**src/rtl/sseg_pkg.sv**
```systemverilog
// Shared types and constants for the seven-segment display path.
// Segment patterns are active-low {g,f,e,d,c,b,a}.
package sseg_pkg;

  typedef logic [6:0] seg_t;

  localparam seg_t SEG_0   = 7'b1000000;
  localparam seg_t SEG_1   = 7'b1111001;
  localparam seg_t SEG_2   = 7'b0100100;
  localparam seg_t SEG_3   = 7'b0110000;
  localparam seg_t SEG_4   = 7'b0011001;
  localparam seg_t SEG_5   = 7'b0010010;
  localparam seg_t SEG_6   = 7'b0000010;
  localparam seg_t SEG_7   = 7'b1111000;
  localparam seg_t SEG_8   = 7'b0000000;
  localparam seg_t SEG_9   = 7'b0010000;
  localparam seg_t SEG_A   = 7'b0001000;
  localparam seg_t SEG_B   = 7'b0000011;
  localparam seg_t SEG_C   = 7'b1000110;
  localparam seg_t SEG_D   = 7'b0100001;
  localparam seg_t SEG_E   = 7'b0000110;
  localparam seg_t SEG_F   = 7'b0001110;
  localparam seg_t SEG_OFF = 7'b1111111;

  localparam logic [3:0] AN_OFF = 4'b1111;

endpackage

```
**src/rtl/sseg_decoder.sv**
```systemverilog
// Combinational 4-bit code to active-low segment pattern.
// Codes above 9 render as hex glyphs for debug.
module sseg_decoder
  import sseg_pkg::*;
(
  input  logic [3:0] code_i,
  output seg_t       seg_o
);

  // Glyph lookup
  always_comb begin
    seg_o = SEG_OFF;
    case (code_i)
      4'h0:    seg_o = SEG_0;
      4'h1:    seg_o = SEG_1;
      4'h2:    seg_o = SEG_2;
      4'h3:    seg_o = SEG_3;
      4'h4:    seg_o = SEG_4;
      4'h5:    seg_o = SEG_5;
      4'h6:    seg_o = SEG_6;
      4'h7:    seg_o = SEG_7;
      4'h8:    seg_o = SEG_8;
      4'h9:    seg_o = SEG_9;
      4'hA:    seg_o = SEG_A;
      4'hB:    seg_o = SEG_B;
      4'hC:    seg_o = SEG_C;
      4'hD:    seg_o = SEG_D;
      4'hE:    seg_o = SEG_E;
      4'hF:    seg_o = SEG_F;
      default: seg_o = SEG_OFF;
    endcase
  end

endmodule

```
**src/rtl/sseg_scan4.sv**
```systemverilog
// Four-digit common-anode display scanner: slot timer, leading-zero blanking,
// anti-ghosting guard and registered pin drivers.
module sseg_scan4
  import sseg_pkg::*;
#(
  parameter int DIV   = 100000,
  parameter int GUARD = 16
) (
  input  logic        clk,
  input  logic        rst,
  input  logic [15:0] digits,
  input  logic [3:0]  dp_in,
  input  logic [3:0]  en,
  input  logic        blank_lz,
  output logic [6:0]  seg,
  output logic        dp,
  output logic [3:0]  an
);

  localparam int CW = (DIV > 1) ? $clog2(DIV) : 1;

  logic [CW-1:0] cnt_q, cnt_d;
  logic [1:0]    idx_q, idx_d;
  logic [3:0]    an_q, an_d;
  seg_t          seg_q, seg_d;
  logic          dp_q, dp_d;

  logic [3:0]    nib_s;
  seg_t          dec_s;
  logic [3:0]    zero_s;
  logic          lz_s;
  logic          guard_s;
  logic          vis_s;

  // Slot timer and digit index
  always_comb begin
    cnt_d = cnt_q;
    idx_d = idx_q;
    if (cnt_q == CW'(DIV - 1)) begin
      cnt_d = '0;
      idx_d = idx_q + 2'd1;
    end else begin
      cnt_d = cnt_q + CW'(1);
      idx_d = idx_q;
    end
  end

  // Per-digit zero flags feed blanking; disabled digits still count by value
  always_comb begin
    zero_s = 4'b0000;
    for (int j = 0; j < 4; j++) begin
      zero_s[j] = (digits[4*j +: 4] == 4'h0);
    end
  end

  // Digit i is a leading zero when it and every digit above it are zero
  always_comb begin
    lz_s = 1'b0;
    case (idx_q)
      2'd1:    lz_s = blank_lz & zero_s[3] & zero_s[2] & zero_s[1];
      2'd2:    lz_s = blank_lz & zero_s[3] & zero_s[2];
      2'd3:    lz_s = blank_lz & zero_s[3];
      default: lz_s = 1'b0;
    endcase
  end

  assign nib_s   = digits[{idx_q, 2'b00} +: 4];
  assign guard_s = (cnt_q < CW'(GUARD));
  assign vis_s   = en[idx_q] & ~lz_s & ~guard_s;

  sseg_decoder u_dec (
    .code_i (nib_s),
    .seg_o  (dec_s)
  );

  // Next pin state: at most one anode low, never inside the guard
  always_comb begin
    an_d  = AN_OFF;
    seg_d = SEG_OFF;
    dp_d  = 1'b1;
    if (vis_s) begin
      an_d  = ~(4'b0001 << idx_q);
      seg_d = dec_s;
      dp_d  = ~dp_in[idx_q];
    end else begin
      an_d  = AN_OFF;
      seg_d = SEG_OFF;
      dp_d  = 1'b1;
    end
  end

  // State and output registers; reset aborts the slot in progress
  always_ff @(posedge clk) begin
    if (rst) begin
      cnt_q <= '0;
      idx_q <= 2'd0;
      an_q  <= AN_OFF;
      seg_q <= SEG_OFF;
      dp_q  <= 1'b1;
    end else begin
      cnt_q <= cnt_d;
      idx_q <= idx_d;
      an_q  <= an_d;
      seg_q <= seg_d;
      dp_q  <= dp_d;
    end
  end

  assign an  = an_q;
  assign seg = seg_q;
  assign dp  = dp_q;

endmodule

```
**config.mk**
```make
export PLATFORM = sky130hd
export DESIGN_NAME = sseg_scan4
export DESIGN_NICKNAME = d
export VERILOG_FILES = /design/src/rtl/sseg_pkg.sv /design/src/rtl/sseg_decoder.sv /design/src/rtl/sseg_scan4.sv
export SDC_FILE = /design/constraint.sdc
export NUM_CORES = 1
export LEC_CHECK = 0
export CORE_MARGIN = 3
export CORE_UTILIZATION = 53
export CTS_CLUSTER_DIAMETER = 150
export DETAILED_ROUTE_END_ITERATION = 7
export GPL_ROUTABILITY_DRIVEN = 0
export PLACE_DENSITY = 0.84
export SYNTH_ARGS = -nofsm -noshare
export SYNTH_HDL_FRONTEND = slang
export SYNTH_SLANG_ARGS = --single-unit
```
**constraint.sdc**
```tcl
create_clock -name clk -period 5.6 [get_ports clk]
set_clock_uncertainty 0.1 [all_clocks]
set_input_delay 1.68 -clock clk [delete_from_list [all_inputs] [get_ports clk]]
set_output_delay 1.68 -clock clk [all_outputs]
set_load 0.05 [all_outputs]
```
Run 1, sizing map:
Drawn at 8 px/um.
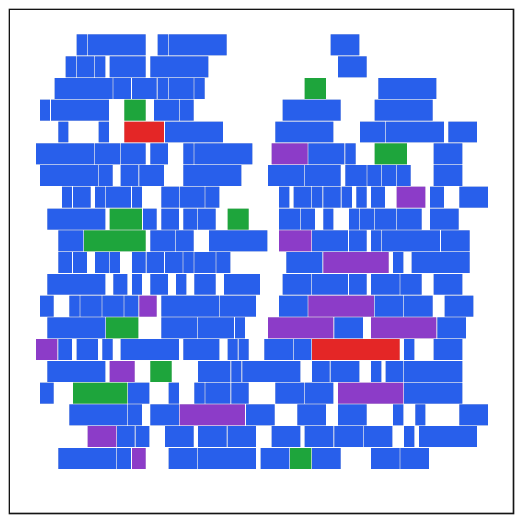
red -> _6 and larger  # cells 2, share 0.92%
blue -> _0 and _1 cells  # cells 191, share 88%
purple -> _2 cells  # cells 14, share 6.5%
green -> _3 and _4 cells  # cells 10, share 4.6%

Run 1, pin placement:
Drawn at 8 px/um. Pins as bars across the die edge, other pins in gray.
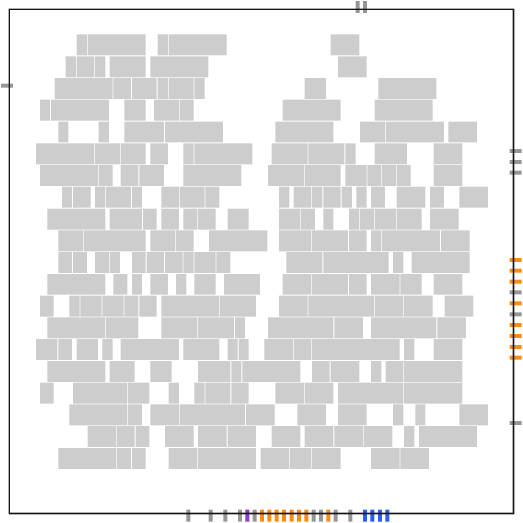
orange -> digits  # pins 16, direction input, edge 8 east, 8 south
blue -> an  # pins 4, direction output, edge south
purple -> blank_lz  # pins 1, direction input, edge south

Run 1, nets reached from selected ports:
Drawn at 4 px/um.
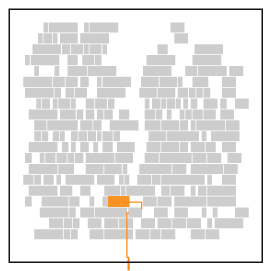
orange -> blank_lz  # bits 1, direction input, edge south, end cells 2, buffers 1, wire 20.8 um

==> flow_summary.json, run 1 <==
{
  "outcome": "complete, no violations",
  "worstSkewPairLatency_ns": 0.34,
  "grt_max_degree": 18,
  "drt-met1-wl_mm": 1.54,
  "irDropWorstVdd_mv": 0.174,
  "clk-power_w": 0.000190,
  "max_freq_mhz": 302,
  "intPower_w": 0.000355,
  "via_per_inst": 5.57,
  "layout_top_cells": "clkdlybuf4s50_1, dfxtp_1, nor2_1, nand2_1, ha_1",
  "finalCritPeriodShare_pct": 59.1,
  "edf_count": 0,
  "fp_nets": 218,
  "adder_share_pct": 8.77,
  "worstSetupPathType": "in2reg",
  "place_inst": 253,
  "core_um2": 3080,
  "start_kind": "primary input",
  "seq_cell_count": 31,
  "cts_tree": "done",
  "ys_async_sr_fraction_pct": 0,
  "fin_area_um2": 2180,
  "logic_gate_count": 131,
  "post_cts_buffers": 0,
  "cts.sinks": 31,
  "synthCells": 179,
  "inv_count": 9,
  "fillers": 252,
  "ctsResizeCount": 0,
  "ys_sh_simple_pct": 23.9,
  "ys_types": 49,
  "power_w": 0.000459,
  "die_w_um": 62.9,
  "rrSetupSlack_ns": 3.29,
  "drc": 0,
  "num-nonclk-buffers": 38,
  "yosysTopAreaCell": "dfxtp_1",
  "routed-wl-met3_um": 176,
  "clockBufferDepth": 2,
  "end_kind": "flip-flop",
  "timing.rr.end": "seg[0]$_SDFF_PP1_",
  "die_area_um2": 3950,
  "nets": 255,
  "cts_buffers": 5,
  "p_leak_nw": 0.802,
  "drive_gt1_share_pct": 12.0,
  "busiest_layer": "met2",
  "cts_hold_buffers": 0,
  "slew_headroom_pct": 64.5,
  "place_ws_ns": 1.96,
  "hold_depth": 1,
  "crit_cells": 8,
  "seq_area_um2": 621,
  "syn_to_final_growth_pct": 27.3,
  "area_leaders": "dfxtp_1, ha_1, mux4_2",
  "ys_cells": 179,
  "yosys-top-cells-count": "dfxtp_1, nor2_1, nand2_1",
  "max_stage_delay_ns": 0.56,
  "drtIter0Drc": 68,
  "cp-endpoint": "seg[0]$_SDFF_PP1_",
  "ys_top_logic_family": "simple AND/OR/NAND/NOR gates",
  "seq_share_pct": 28.5,
  "antenna_found_initial": 0,
  "layout_setup_ws_ns": 2.29,
  "yosys.area.top_type_share_pct": 36.2,
  "hpwl_mm": 2.81,
  "cp_cell_sequence": "clkdlybuf4s50_1 -> mux4_2 -> inv_1 -> ha_1 -> inv_1 -> nor2_4 -> a21oi_1 -> o2111ai_1"
}
Run 1, routed metal, one color a layer:
Drawn at 8 px/um. Two of the layers only.
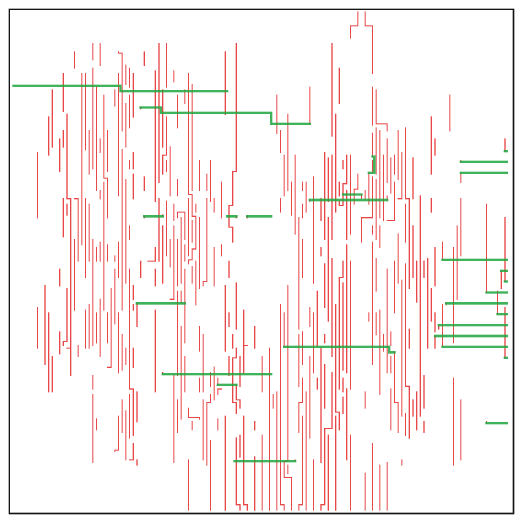

## Run 2: what changed since run 1
Settings changed: CORE_UTILIZATION 53 to 45, PLACE_DENSITY 0.84 to 0.76.
Clock period 5.6 ns to 2.7 ns, I/O delays scaled along.
Run 2, routed metal, one color a layer:
Drawn at 6 px/um. Two of the layers only.
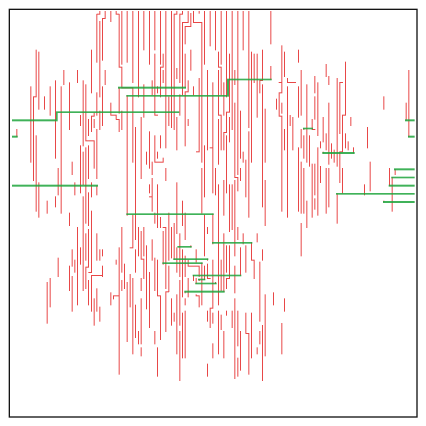
red -> metal 2  # wire length 2060 um
green -> metal 3  # wire length 172 um

==> run 2 against run 1 <==
  * Wire length increased by 2.9%
  * Setup slack got worse by 2.0 ns
  * Critical path type unchanged
  * Sequential power increased by 110%
  * Largest cell class unchanged
  * Largest power group unchanged
  * Synthesized cell count unchanged
  * Clock power increased by 110%
  * Die area increased by 16%
==> flow_summary.json, run 2 <==
{
  "outcome": "complete, no violations",
  "max_stage_delay_ns": 0.56,
  "p_switching_w": 0.000211,
  "drt-met1-wl_mm": 1.64,
  "cts.sinks": 31,
  "whs_ns": 0.347,
  "cts_tree": "done",
  "yosys-top-cells-count": "dfxtp_1, nor2_1, nand2_1",
  "routed-wl-met3_um": 171,
  "met3_usage_pct": 6.32,
  "pin_count": 39,
  "layout_setup_ws_ns": 0.257,
  "ys_async_sr_fraction_pct": 0,
  "via_per_inst": 5.46,
  "pwr-share-comb_pct": 10.1,
  "end_kind": "flip-flop",
  "slew_headroom_pct": 65.0,
  "fp_nets": 218,
  "power_density_nw_per_um2": 435,
  "min-delay-start": "cnt_q[0]$_SDFF_PP0_",
  "core_um2": 3490,
  "seq_share_pct": 28.1,
  "grt_max_degree": 18,
  "irDropWorstVdd_mv": 0.251,
  "rsz0062_at_grt": "no",
  "edf_count": 0,
  "post_cts_buffers": 0,
  "adder_share_pct": 8.77,
  "ys_types": 49,
  "cp_cell_sequence": "clkdlybuf4s50_1 -> mux4_2 -> inv_1 -> ha_1 -> inv_1 -> nor2_4 -> a21oi_1 -> o2111ai_1",
  "dr.max_layer_used": "met4",
  "dr_wl_met2_mm": 2.06,
  "top_register": "cnt_q",
  "cts_hold_buffers": 0,
  "hold_depth": 1,
  "layout_top_cell": "clkdlybuf4s50_1",
  "top_cell": "dfxtp_1",
  "synth_chip_area_um2": 1710,
  "layout.nonclk_buf_share_pct": 17.9,
  "diodes": 0,
  "busiest_layer": "met2",
  "drtAntennaViolNets": 0,
  "final-clk-cell-share_pct": 4.52,
  "inv_count": 9,
  "clk_pin_slew_ns": 0.06,
  "cp_max_fo": 6,
  "overflow": 0,
  "worstSetupPathType": "in2reg",
  "r2r_cells": 7,
  "ys_ff": 31,
  "clk-power_w": 0.000402,
  "intPower_w": 0.000752,
  "clockBufferDepth": 2,
  "syn_to_final_growth_pct": 29.1,
  "nets": 257,
  "crit_family": "buffers and inverters",
  "nClkBuffers": 8,
  "pwr-share-clk_pct": 41.7,
  "cp-startpoint": "digits[13]",
  "synthCells": 179,
  "hpwl_mm": 2.96,
  "row_count": 21,
  "p_leak_nw": 0.815,
  "rrSetupSlack_ns": 0.47,
  "seq_cell_count": 31,
  "die_area_um2": 4580,
  "place_inst": 257,
  "cts_buffers": 5,
  "place_ws_ns": -0.0277,
  "logic_gate_count": 131,
  "timing.rr.end": "seg[0]$_SDFF_PP1_",
  "drive_gt1_share_pct": 12.3,
  "yosys.area.top_type_share_pct": 36.2,
  "start_kind": "primary input",
  "xor_area_share_pct": 4.60,
  "fillers": 271,
  "ctsResizeCount": 0,
  "maxCapViolations": 0,
  "initCoreUtil_pct": 49.0,
  "vias": 1448,
  "htreeDepth": 2,
  "final_util_pct": 63.3,
  "use_met1_pct": 22.4,
  "cp-endpoint": "seg[0]$_SDFF_PP1_",
  "hold_path_class": "reg2reg",
  "ys_cells": 179,
  "seq_area_um2": 621,
  "drtIter0Drc": 61,
  "yosysTopAreaCell": "dfxtp_1",
  "ys_sh_simple_pct": 23.9,
  "antenna_found_initial": 0,
  "crit_cells": 8,
  "largest_reg_flops": 17,
  "power_w": 0.000963,
  "area_leaders": "dfxtp_1, ha_1, mux4_2",
  "drc": 0,
  "ys_top_logic_family": "simple AND/OR/NAND/NOR gates",
  "layout_top_cells": "clkdlybuf4s50_1, dfxtp_1, nor2_1, nand2_1, ha_1",
  "die_w_um": 67.7,
  "worstSkewPairLatency_ns": 0.28,
  "warnings": 35,
  "grt_usage_pct": 19.1,
  "fin_area_um2": 2210,
  "num-nonclk-buffers": 40,
  "cp.required_ns": 2.80,
  "power.share.switching_pct": 21.9,
  "max_freq_mhz": 409,
  "finalCritPeriodShare_pct": 90.5
}
Run 2, sizing map:
Drawn at 6 px/um.
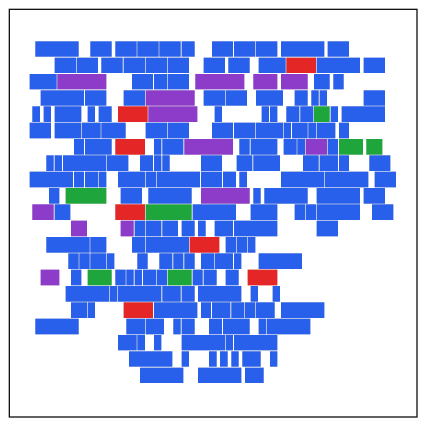
red -> _6 and larger  # cells 7, share 3.2%
blue -> _0 and _1 cells  # cells 192, share 88%
purple -> _2 cells  # cells 13, share 5.9%
green -> _3 and _4 cells  # cells 7, share 3.2%

Run 2, nets reached from selected ports:
Drawn at 4 px/um.
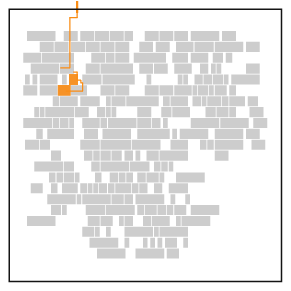

## Run 3: what changed since run 2
Settings changed: ABC_CLOCK_PERIOD_IN_PS from default to 2700, CORE_ASPECT_RATIO from default to 1.25, REMOVE_ABC_BUFFERS from default to 1.
Run 3, nets reached from selected ports:
Drawn at 4 px/um.
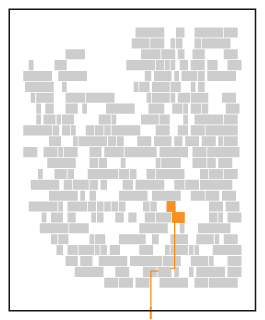
orange -> blank_lz  # bits 1, direction input, edge south, end cells 2, buffers 1, wire 29.1 um

==> run 3 against run 2 <==
  * Die area up 0.10%
  * Critical path depth down 2
  * Setup slack better by 0.0053 ns
  * Count of clock-buffer cells in the layout unchanged
  * Final cell count down 1.9%
  * Register-to-register slack worse by 0.03 ns
==> flow_summary.json, run 3 <==
{
  "rsz0062_at_grt": "no",
  "ys_cells": 179,
  "adder_share_pct": 8.77,
  "post_cts_buffers": 0,
  "cp_cell_sequence": "clkdlybuf4s50_1 -> mux4_2 -> ha_1 -> and2_1 -> o21bai_1 -> nand3_1",
  "place_inst": 252,
  "rrSetupSlack_ns": 0.44,
  "nClkBuffers": 8,
  "ctsResizeCount": 0,
  "largest_reg_flops": 17,
  "antenna_found_initial": 0,
  "htreeDepth": 2,
  "top_power_group": "sequential cells",
  "drtAntennaViolNets": 0,
  "drtIter0Drc": 47,
  "area_leaders": "dfxtp_1, ha_1, mux4_2",
  "ys_sh_simple_pct": 23.9,
  "crit_arrival_ns": 2.49,
  "vias": 1452,
  "finalCritPeriodShare_pct": 90.3,
  "initCoreUtil_pct": 47.9,
  "num-nonclk-buffers": 42,
  "intPower_w": 0.000753,
  "xor_area_share_pct": 4.60,
  "top_register": "cnt_q",
  "cts.sinks": 31,
  "yosys.area.top_type_share_pct": 36.2,
  "layout_top_cells": "clkdlybuf4s50_1, dfxtp_1, nor2_1, nand2_1, ha_1",
  "max_stage_delay_ns": 0.56,
  "r2r_cells": 5,
  "slew_headroom_pct": 63.7,
  "whs_ns": 0.341,
  "overflow": 0,
  "fin_area_um2": 2220,
  "seq_cell_count": 31,
  "comb_area_share_pct": 45.3,
  "die_area_um2": 4590,
  "pwr-share-clk_pct": 41.7,
  "crit_cells": 6,
  "maxCapViolations": 0,
  "place_ws_ns": -0.00467,
  "nets": 259,
  "grt_max_degree": 18,
  "min_to": "cnt_q[0]$_SDFF_PP0_",
  "logic_gate_count": 131,
  "met3_usage_pct": 4.80,
  "diodes": 0,
  "cts_hold_buffers": 0,
  "layout.nonclk_buf_share_pct": 18.5,
  "dr_wl_met2_mm": 1.84,
  "ys_ff": 31,
  "final_util_pct": 62.1,
  "syn_to_final_growth_pct": 29.5,
  "crit_buf_inv": 1,
  "ys_top_logic_family": "simple AND/OR/NAND/NOR gates",
  "drt_first_pass_iters": 4,
  "clockBufferDepth": 2,
  "root_buffer": "clkbuf_8",
  "cp-startpoint": "digits[13]",
  "seq_area_um2": 621,
  "power_frac_seq_pct": 48.0,
  "ys_async_sr_fraction_pct": 0,
  "grt_usage_pct": 17.6,
  "hold_path_class": "reg2reg",
  "fin_tns_setup_ns": 0,
  "pin_count": 39,
  "cp-endpoint": "seg[5]$_SDFF_PP1_",
  "die_h_um": 75.0,
  "wl_mm": 3.73,
  "clk_pin_slew_ns": 0.07,
  "worstSetupPathType": "in2reg",
  "synth-compound-area-share_pct": 12.3,
  "inv_count": 9,
  "min_period_ns": 2.44,
  "power_w": 0.000965,
  "worstSkewPairLatency_ns": 0.28,
  "synthCells": 179,
  "clk-power_w": 0.000402,
  "cp_max_fo": 6,
  "yosys-top-cells-count": "dfxtp_1, nor2_1, nand2_1",
  "hold_depth": 1,
  "final-clk-cell-share_pct": 4.51,
  "layout_top_cell": "clkdlybuf4s50_1",
  "hpwl_mm": 2.79,
  "timing.rr.end": "seg[5]$_SDFF_PP1_",
  "edf_count": 0,
  "end_kind": "flip-flop",
  "power.share.switching_pct": 22.0,
  "drive_gt1_share_pct": 13.1,
  "busiest_layer": "met2",
  "start_kind": "primary input",
  "avgSynthCellArea_um2": 9.57,
  "layout_setup_ws_ns": 0.262,
  "mux_share_pct": 9.13,
  "min-delay-start": "cnt_q[0]$_SDFF_PP0_",
  "yosysTopAreaCell": "dfxtp_1",
  "cp.required_ns": 2.75,
  "yosysWarnings": 0,
  "crit_family": "multiplexers",
  "power_density_nw_per_um2": 435,
  "synth_chip_area_um2": 1710,
  "ys_types": 49,
  "warnings": 34,
  "slowest_stage": "mux4_2",
  "top_cell": "dfxtp_1",
  "irDropWorstVdd_mv": 0.273,
  "max_freq_mhz": 410,
  "cts_tree": "done",
  "dr.max_layer_used": "met4",
  "drt-met1-wl_mm": 1.55,
  "cts_buffers": 5,
  "die_w_um": 61.2,
  "outcome": "complete, no violations",
  "syn_area_um2": 1710,
  "use_met1_pct": 20.5,
  "p_leak_nw": 0.825,
  "drc": 0,
  "p_switching_w": 0.000212,
  "via_per_inst": 5.58,
  "wl_per_cell_um": 14.4,
  "pwr-share-comb_pct": 10.3,
  "routed-wl-met3_um": 253
}
Run 3, placement view:
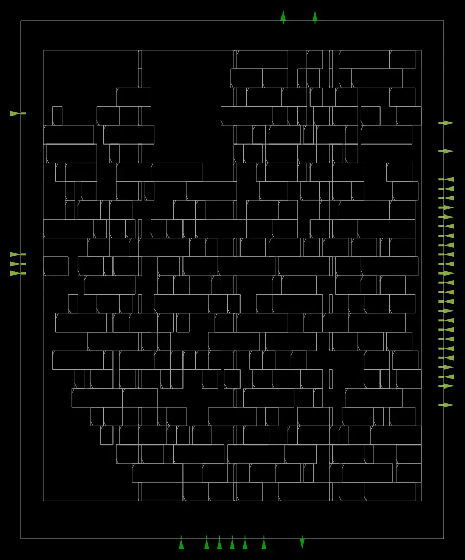
flop share of the area: 28.0%
Placeable Area: 3570 um^2
FP Rows: 24
Fillers: 324
Final Instance Count excl. Fillers: 260

Power figures rest on the tool's default switching activity, not on a simulated workload.
